**Run 1: routed metal per tile**

(4 px per µm) 13 x 18 tiles, from dark purple (low) to yellow (high), scaled to the fullest tile. Values are wire area over tile area, all layers added.
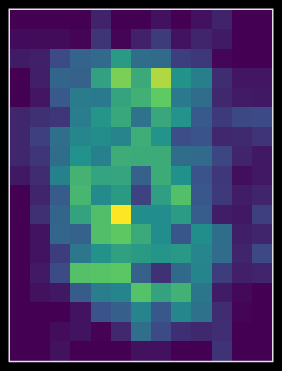
**Run 1: drive-strength map**

(3 px per µm)
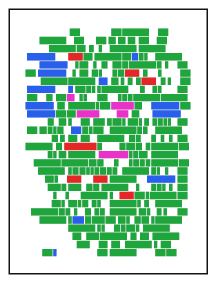
**Run 1: where the registers sit**

(4 px per µm) Other sequential cells in the stronger grey, the rest of the logic in the fainter grey.
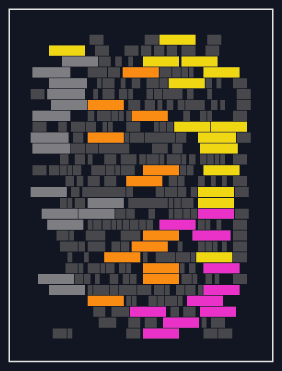
Design stopwatch_lap, sky130hd; sources not shown.
==> job_summary.md, run 1 <==
## Implementation flow summary

| Metric | Value |
|---|---|
| Power share of the combinational group | `0.347` |
| Area used by multi-input combinational logic | `between 1000 and 1500 µm²` |
| Cell taking the most area after synthesis | `dfrtp_1` |
| Max Buffers Root-to-Sink | `2` |
| Signal buf overhead | `0.1049` |
| Outcome | `finished, final reports clean` |
| Most used flip-flop cell | `dfrtp_1` |
| Post-Syn Nets | `approximately 260` |
| Share of synthesized registers carrying an async set or reset | `1.000` |
| Ao+oa area frac | `0.1644` |
| Final Non-Filler Cells | `320` |
| Cell area power density | `between 500 and 600 nW/µm²` |
| Met2 WL post-DR | `about 2300 µm` |
| Post-layout power | `~1.6 mW` |
| Simple-Gate Fraction of Synth Area | `0.2200` |
| Switching power | `roughly 0.62 mW` |
| Post-route core utilization | `0.6976` |
| Final total negative setup slack | `0 ns` |
| CTS clock-pin slew for the worst setup and hold paths | `~0.090 ns` |
| Htree depth | `2` |
| Sequential Power Share | `0.429` |
| GR met2 Demand/Resource | `0.2968` |
| CP Launch Type | `flip-flop` |
| Crit path max-delay family | `buffers and inverters` |
| Cell area after synthesis | `around 2500 µm²` |
| Met1 Routed Length | `between 2000 and 2500 µm` |
| Multiplexer share of the synthesized area | `0.02362` |
| Max-slew violations | `0` |
| Final-layout fill cell count | `~330` |
| Pin count of the biggest net entering global routing | `about 52` |
| Hold WC Path Type | `reg -> reg` |
| Met3 usage | `0.04108` |
| Clock buffer count from CTS | `5` |
| Number of vias in the routed layout | `1928` |
| Synthesized registers | `about 50` |
| Min Tclk post-route | `2.250 ns` |
| Length of the first detailed-routing pass in iterations | `4` |
| Unrepaired setup endpoints after global routing | `no` |
| Buffers added on ports | `30` |
| Register-to-register setup slack | `approximately 2.1 ns` |
| Max FFs per register | `14` |
| TritonCTS Sinks | `~51` |
| Pwr top | `sequential cells` |
| IO Pins | `31` |
| Hold_ws | `about 0.36 ns` |
| Count of final hold-check violations | `0` |
| Adder and majority cell fraction of the synthesized area | `0.02362` |
| Switch share | `0.3797` |
| Post-cts gate resize count | `0` |
| Required time of the critical path | `around 3.4 ns` |
| Cells traversed along the worst timing path | `clkdlybuf4s50_1` |
| Buffer type at the clock tree root | `clkbuf_8` |
| Commonest Layout Cell | `dfrtp_1` |
| Count leader, synth | `dfrtp_1` |
| Number of antenna violations at the first check in global routing | `0` |
| Placed Instance Area | `roughly 2800 µm²` |
| Number of warnings in the stage logs | `28` |
| Routed via count divided by cell count | `between 6 and 7` |
| Area share of the largest cell type after synthesis | `0.4134` |
| Share of the yosys chip area belonging to registers | `0.5064` |
| Yosys stat area | `approximately 2500 µm²` |
| Worst voltage drop across the vdd grid | `0.3287 mV` |
| Tap cells | `between 40 and 50` |
| Multi-input combinational gate total | `~180` |
| Ant. Diodes | `0` |
| Starting density of the core | `0.6048` |
| Relative slew slack | `0.3223` |
| Worst clock skew | `~0.0089 ns` |
| Via count of the first global-routing pass | `1764` |
| Sum of met3 wire segment lengths after detailed routing | `169 µm` |
| Transition time at the pin with the least slew margin | `about 1 ns` |
| Count of flip-flops and latches | `51` |
| Max Freq | `roughly 440 MHz` |
| Clock network power | `~0.37 mW` |
| Final setup viols | `0` |
| Insertion delay to the later sink of the worst-skew pair | `about 0.30 ns` |
| FP Rows | `28` |
| Max-cap violation count | `0` |
| Hold-fix buffers, CTS | `0` |
| Die Height | `between 80 and 90 µm` |
About 'routed metal per tile':
- tiles over half the peak: 20%
- densest ninth of the die: centre
- emptiest ninth of the die: south-west
- nearly empty tiles: 19%
- fullest tile: 0.51
All-Layer GR Usage: 0.1864
Avg WL per Cell: 14.78 µm
total length of routed wires: 4728 µm

About 'drive-strength map':
- red: x6 and larger (cells 7; most used clkbuf_8)
- blue: x2 (cells 15; most used dfstp_2)
- green: x1 and smaller (cells 248; most used dfrtp_1)
- magenta: x3 and x4 (cells 5; most used nor4_4)
area growth from synthesis to final layout: 15.35%
Worst Setup Slack, final: 1.750 ns
post-route cell area: 2933 µm²
number of buffers outside the clock class in the layout: 31

About 'where the registers sit':
- magenta: TENTHSOUT (flops 10; where south-east)
- yellow: SEGOUT (flops 14)
- orange: g_digit.u_digit.digit (flops 12)
- not coloured: 15
power consumed by sequential cells: 0.699 mW
sequential cell area: 1287 µm²
fraction of area in registers: 0.4390

==> inputs of run 2 (changes only) <==
--- a/config.mk
+++ b/config.mk
@@ -7,9 +7,9 @@
 export LEC_CHECK = 0
 export CORE_ASPECT_RATIO = 1.4
 export CORE_MARGIN = 5
-export CORE_UTILIZATION = 59
+export CORE_UTILIZATION = 50
 export DETAILED_ROUTE_END_ITERATION = 6
-export PLACE_DENSITY = 0.84
+export PLACE_DENSITY = 0.76
 export SYNTH_ARGS = -nofsm -noshare
 export SYNTH_HDL_FRONTEND = slang
 export SYNTH_SLANG_ARGS = --single-unit
==> constraint.sdc (replaced) <==
create_clock -name CLK -period 2 [get_ports CLK]
set_input_delay 0.3 -clock CLK [delete_from_list [all_inputs] [get_ports CLK]]
set_output_delay 0.3 -clock CLK [all_outputs]
set_load 0.05 [all_outputs]
**Run 2: drive-strength map**

(3 px per µm)
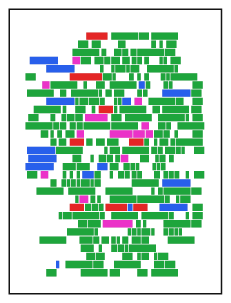
- magenta: x3 and x4 (cells 13; most used buf_4)
- red: x6 and larger (cells 8; most used clkbuf_8)
- green: x1 and smaller (cells 247; most used dfrtp_1)
- blue: x2 (cells 15; most used dfstp_2)
post-route cell area: 3034 µm²
area growth from synthesis to final layout: 19.34%
number of buffers outside the clock class in the layout: 39

**Run 2: where the registers sit**

(4 px per µm) Other sequential cells in the stronger grey, the rest of the logic in the fainter grey.
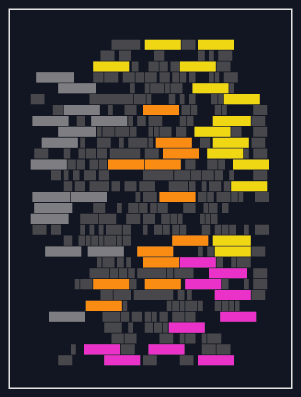
- yellow: SEGOUT (flops 14)
- magenta: TENTHSOUT (flops 10)
- orange: g_digit.u_digit.digit (flops 12)
- not coloured: 15
fraction of area in registers: 0.4243
power consumed by sequential cells: 1.40 mW

==> run 2 against run 1 <==
Against the previous run: synthesized cell count unchanged; critical endpoint is now SEGOUT[13]; largest cell class unchanged; count of clock-buffer cells in the layout decreased by 1; combinational power increased by 110%; utilization shrank 7.6 points; hold slack lost 0.00062 ns; routed wire length is 1.0% lower.
==> job_summary.md, run 2 <==
## Implementation flow summary

| Metric | Value |
|---|---|
| Outcome | `finished, final reports clean` |
| FP Rows | `30` |
| Area share of the largest cell type after synthesis | `0.4134` |
| Share of synthesized registers carrying an async set or reset | `1.000` |
| Pwr top | `sequential cells` |
| Synthesized registers | `roughly 51` |
| Routed via count divided by cell count | `around 5.6` |
| Register-to-register setup slack | `about 0.33 ns` |
| Commonest Layout Cell | `dfrtp_1` |
| Multi-input combinational gate total | `about 180` |
| Count of final hold-check violations | `0` |
| TritonCTS Sinks | `51` |
| Simple-Gate Fraction of Synth Area | `0.2200` |
| Yosys stat area | `about 2500 µm²` |
| Adder and majority cell fraction of the synthesized area | `0.02362` |
| Tap cells | `between 60 and 70` |
| Final total negative setup slack | `0 ns` |
| Post-route core utilization | `0.6218` |
| CTS clock-pin slew for the worst setup and hold paths | `0.10 ns` |
| Post-cts gate resize count | `0` |
| Signal buf overhead | `0.1287` |
| Met2 WL post-DR | `2358 µm` |
| Final setup viols | `0` |
| Insertion delay to the later sink of the worst-skew pair | `~0.31 ns` |
| Sum of met3 wire segment lengths after detailed routing | `~160 µm` |
| Number of warnings in the stage logs | `28` |
| Max Freq | `approximately 520 MHz` |
| Starting density of the core | `0.5210` |
| GR met2 Demand/Resource | `0.2820` |
| Required time of the critical path | `around 1.7 ns` |
| Proportion of power drawn by the clock network | `0.219` |
| Sequential cell area | `1287 µm²` |
| Max FFs per register | `14` |
| Final Non-Filler Cells | `347` |
| Avg WL per Cell | `around 13 µm` |
| Share of the yosys chip area belonging to registers | `0.5064` |
| All-Layer GR Usage | `0.1583` |
| Transition time at the pin with the least slew margin | `around 0.57 ns` |
| Crit path max-delay family | `buffers and inverters` |
| Clock buffer count from CTS | `5` |
| Cell area after synthesis | `between 2000 and 3000 µm²` |
| Buffer type at the clock tree root | `clkbuf_8` |
| Worst Setup Slack, final | `a little under 0.06 ns` |
| Min Tclk post-route | `1.942 ns` |
| Cell taking the most area after synthesis | `dfrtp_1` |
| Max-slew violations | `0` |
| Most used flip-flop cell | `dfrtp_1` |
| Number of vias in the routed layout | `around 1900` |
| Length of the first detailed-routing pass in iterations | `6` |
| Power share of the combinational group | `0.355` |
| Via count of the first global-routing pass | `roughly 1900` |
| Number of antenna violations at the first check in global routing | `0` |
| Area used by multi-input combinational logic | `1141 µm²` |
| Pin count of the biggest net entering global routing | `45` |
| Met1 Routed Length | `2118 µm` |
| Cell area power density | `about 1100 nW/µm²` |
| Total length of routed wires | `4680 µm` |
| Ao+oa area frac | `0.1644` |
| Max-cap violation count | `0` |
| Count of flip-flops and latches | `approximately 50` |
| Max Buffers Root-to-Sink | `2` |
| CP Launch Type | `flip-flop` |
| Overflow after GRT | `0` |
| Final-layout fill cell count | `a little over 400` |
| Multiplexer share of the synthesized area | `0.02362` |
| Switching power | `1.259 mW` |
| Hold WC Path Type | `in -> async` |
| Cells traversed along the worst timing path | `clkdlybuf4s50_1` |
| Worst clock skew | `about 0.014 ns` |
| Post-Syn Nets | `263` |
| Htree depth | `2` |
| Clock network power | `between 0.7 and 0.8 mW` |
| Unrepaired setup endpoints after global routing | `no` |
| Hold-fix buffers, CTS | `0` |
| Sequential Power Share | `0.426` |
| Relative slew slack | `0.6219` |
| Count leader, synth | `dfrtp_1` |
**Run 2: supply network**

(4 px per µm) Pins as bars on the die edge.
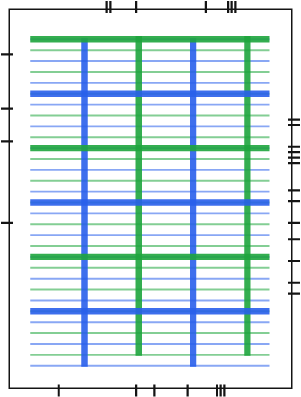
- blue: VSS
- green: VDD
- met5 straps: 6
- signal pins: 31
Die Height: 94.37 µm
worst voltage drop across the vdd grid: 0.5706 mV
Die X: 70.27 µm
core area: 4880 µm²

No activity file was given, so power comes from the tool's default toggle rates.
